==> config.mk <==
export PLATFORM = sky130hd
export DESIGN_NAME = multicycle_control_fsm
export DESIGN_NICKNAME = d
export VERILOG_FILES = /design/src/rtl/multicycle_control_fsm.sv
export SDC_FILE = /design/constraint.sdc
export NUM_CORES = 1
export LEC_CHECK = 0
export CAP_MARGIN = 20
export CORE_MARGIN = 8
export CORE_UTILIZATION = 43
export DETAILED_ROUTE_END_ITERATION = 10
export PLACE_DENSITY = 0.92
export SYNTH_ARGS = -nofsm -noshare
export SYNTH_HDL_FRONTEND = slang
export SYNTH_SLANG_ARGS = --single-unit
export TNS_END_PERCENT = 30
==> constraint.sdc <==
create_clock -name clk -period 3.65 [get_ports clk]
set_clock_uncertainty 0.1 [all_clocks]
set_input_delay 0.9125 -clock clk [delete_from_list [all_inputs] [get_ports clk]]
set_output_delay 0.9125 -clock clk [all_outputs]
set_load 0.01 [all_outputs]
==> run_1/route_heat.png <==
11 x 11 tiles, from black (low) to pale yellow (high), scaled to the fullest tile. Values are wire area over tile area, all layers added.
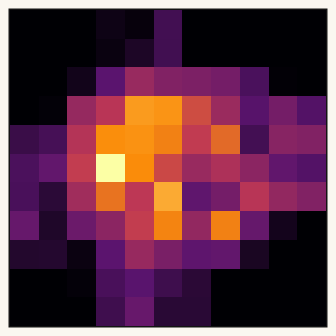
14% of the tiles are over half the peak. The densest ninth of the die: centre. The mean over all tiles is 0.11.
vias post-DR: 859
wire length per cell: 13.95 microns
GRT Total Usage: 0.1331
final WL: 2.107 mm

==> run_1/closeup.png <==
The bar under the picture is 10 microns long. Window x 16 to 41, y 4 to 29 microns. Cells in grey, sequential cells in the stronger grey; small squares are vias.
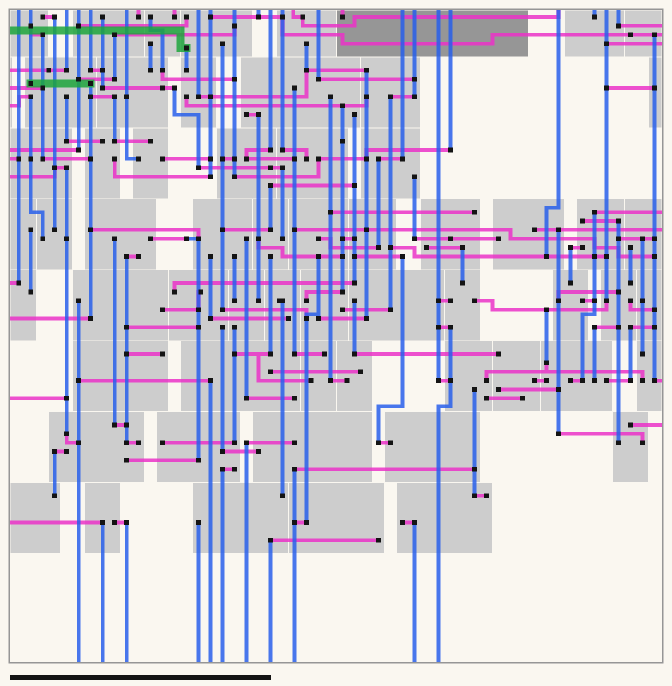
Key: magenta = M1; green = M3; blue = M2
Sequential cells in the window: 1. Most frequent: clkdlybuf4s50_1 (8), nor2_1 (7), nand2_1 (6). 57 logic cells have their middle in the window.

==> run_1/gates.png <==
The bar under the picture is 20 microns long.
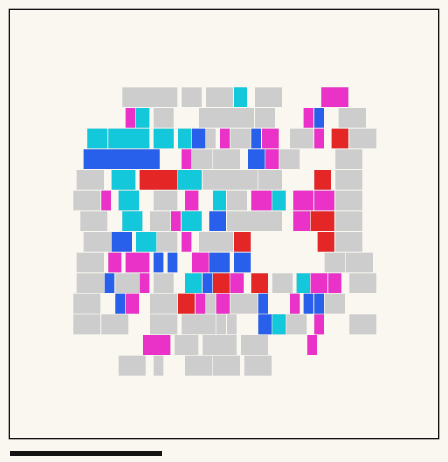
Key: red = and/or cells [cells 9, most used and2_1]; blue = nand cells [cells 18, most used nand2_1]; magenta = nor cells [cells 30, most used nor2_1, where centre]; cyan = aoi and oai cells [cells 17, most used a21oi_1]
logic share of the area: 0.5313
most frequent logic cell in the layout: clkdlybuf4s50_1

==> run_1/clock_wires.png <==
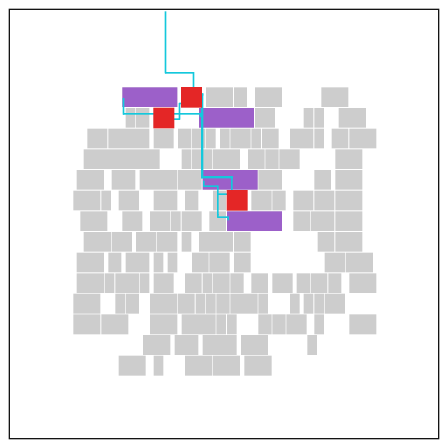
Key: cyan = clock wires [length 63.0 microns]; red = clock-net drivers [count 3]; purple = flip-flops [count 4]
There are 4 routed clock nets.
clk ins delay skew pair: 0.23 ns
clock-net power: 0.0539 mW
Clock power frac: 0.317

==> flow_summary.toml, run 1 <==
# implementation run metrics
[sta]
tightest_slew_ns = 0.5755
relSlewSlack = 0.6158
setup_viol = 0
timing.final.crit_period_ns = 3.545
drv_slew = 0
tns_ns = 0

[finish]
drive_gt1_frac = 0.09630
instances_no_fill = 151
syn2layout_area_growth_pct = 51.25
utilization = 0.6954
fin_area_sq_mm = 0.001060
num-nets-final = 154
lay_top_cells = "clkdlybuf4s50_1 (30), nor2_1 (13), nand2_1 (10)"

[critical_path]
ff2ff_path_depth = 4
cp_max_fo = 11
cp.required_ns = 2.64

[power]
p_comb_frac = 0.415
combinationalPower_mw = 0.0707
power_density_mw_per_mm2 = 160.7
power_leader = "combinational logic"
p_total_mw = 0.1703
intPower_mw = 0.1202
sw_frac_of_total = 0.2940
powerSeq_mw = 0.0457

[clock_network]
cts.htree.levels = 1

[yosys]
ys_sh_simple = 0.4714
yosysTopAreaCell = "dfxtp_1"
fa_ha_area_frac = 0.03571
top_area_frac = 0.1143
synth_xor_xnor_area_share = 0.03750
netlist-cell-type-count = 42
ys_area_sq_um = 700.7
common_cells = "nor2_1 (13), nand2_1 (10), nor3_1 (8)"

[route]
drt_iter0_drc = 20
top_layer = "met4"
ant_nets = 0
dr_wl_met3_microns = 138

[floorplanning]
row_count = 14
die_w_microns = 56.37
die_y_microns = 56.37
fp-utilization = 0.4598
die-area_sq_mm = 0.003177

[placed_design]
dpl_cell_area_sq_mm = 0.001031
dpl.hpwl_mm = 1.714

[outcome]
status = "finished, final reports clean"
## run 1: cell type report
cell class | count | area (sq um)
multi-input cells | 87 | 563.0
fillers | 125 | 464.2
repair buffers | 37 | 359.1
flip-flops and latches | 4 | 80.08
clock buffers | 3 | 22.52
well taps | 16 | 20.02
inverters | 4 | 15.01
## run 1: timing repair
item | in CTS | in global routing
setup endpoints to repair | 1 | 2
pin swaps | 0 | 0
buffers inserted | 0 | 0
gates resized | 1 | 2
hold buffers | 0 | 0
## run 1: critical path: stages
cell,delay (ns)
clkdlybuf4s50_1,0.51
buf_4,0.19
nand3b_1,0.15
nor3_1,0.19
clkdlybuf4s50_1,0.58
==> run 2, diff against run 1 <==
--- a/config.mk
+++ b/config.mk
@@ -10,6 +10,7 @@
 export CORE_UTILIZATION = 43
 export DETAILED_ROUTE_END_ITERATION = 10
 export PLACE_DENSITY = 0.92
+export SKIP_LAST_GASP = 1
 export SYNTH_ARGS = -nofsm -noshare
 export SYNTH_HDL_FRONTEND = slang
 export SYNTH_SLANG_ARGS = --single-unit
==> run_2/route_heat.png <==
11 x 11 tiles, from black (low) to pale yellow (high), scaled to the fullest tile. Values are wire area over tile area, all layers added.
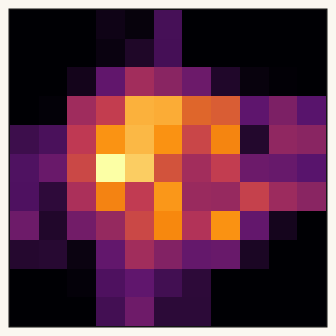
19% of the tiles are over half the peak. The mean over all tiles is 0.11. The fullest tile reaches 0.43. 33% of the tiles are nearly empty. The densest ninth of the die: centre.
wire length per cell: 13.80 microns
final WL: 2.084 mm
vias post-DR: 856

==> flow_summary.toml, run 2 <==
# implementation run metrics
[critical_path]
ff2ff_path_depth = 4
crit_path_top_delay_cell = "clkdlybuf4s50_1"
cp.required_ns = 2.64
max_stage_delay_ns = 0.53
cpMostUsedCell = "clkdlybuf4s50_1"
cp_max_fo = 11
worstPathCellList = "clkdlybuf4s50_1 > buf_4 > nand2_1 > nor3_1 > and2_1 > clkdlybuf4s50_1"

[floorplanning]
die-area_sq_mm = 0.003177
fp-utilization = 0.4598

[clock_network]
cts-resized-gates = 1
post_cts.repair.setup_buffers = 0
clock_latency_ns = 0.23

[power]
p_total_mw = 0.1700
power_density_mw_per_mm2 = 161.1

[placed_design]
dpl.hpwl_mm = 1.714
dpl_cell_area_sq_mm = 0.001031

[finish]
num-nets-final = 154
nNonClkInverters = 4
dominant_cells = "logic gates"
lay_top_count = "clkdlybuf4s50_1"
utilization = 0.6921
comb_cells = 87
clk_share = 0.02135
ff_latch_area_sq_um = 80.08
bufAreaShareNonClock = 0.3405
syn2layout_area_growth_pct = 50.54

[yosys]
ys_area_sq_um = 700.7
yosysTopAreaCell = "dfxtp_1"
top_area_frac = 0.1143

[sta]
drv_slew = 0
relSlewSlack = 0.6338
timing.final.crit_period_ns = 3.544

[route]
ant_nets = 0
drt_iter0_drc = 24

[outcome]
status = "finished, final reports clean"
==> run_2/placed.png <==
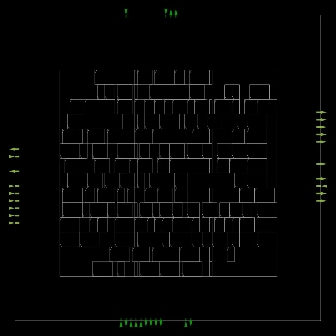
fillers: 126
tap cells: 16
Cell Rows: 14
seq_cells: 4

==> run 2: kinds of logic after synthesis <==
kind of cell,after synthesis,synth area share
fa+ha+maj,2,0.03571
flops,4,0.1143
simple gates,57,0.4714
compound gates,24,0.2464
buf+inv,12,0.08927
other cells,1,0.005352
xor+xnor,3,0.03751
==> run 2: power breakdown <==
part | internal, mW | switching, mW
sequential | 0.0450 | 0.000659
clock | 0.0367 | 0.0172
combinational | 0.0384 | 0.0320
==> run 2: per-layer routing <==
layer | track usage | wire (microns) | up-vias
met2 | 0.2361 | 1104 | 28
met1 | 0.1399 | 830 | 390
li1 | - | - | 436
met4 | 0.04124 | 10 | 0
met5 | 0 | 0 | -
met3 | 0.05169 | 138 | 2
No activity file was given, so power comes from the tool's default toggle rates.
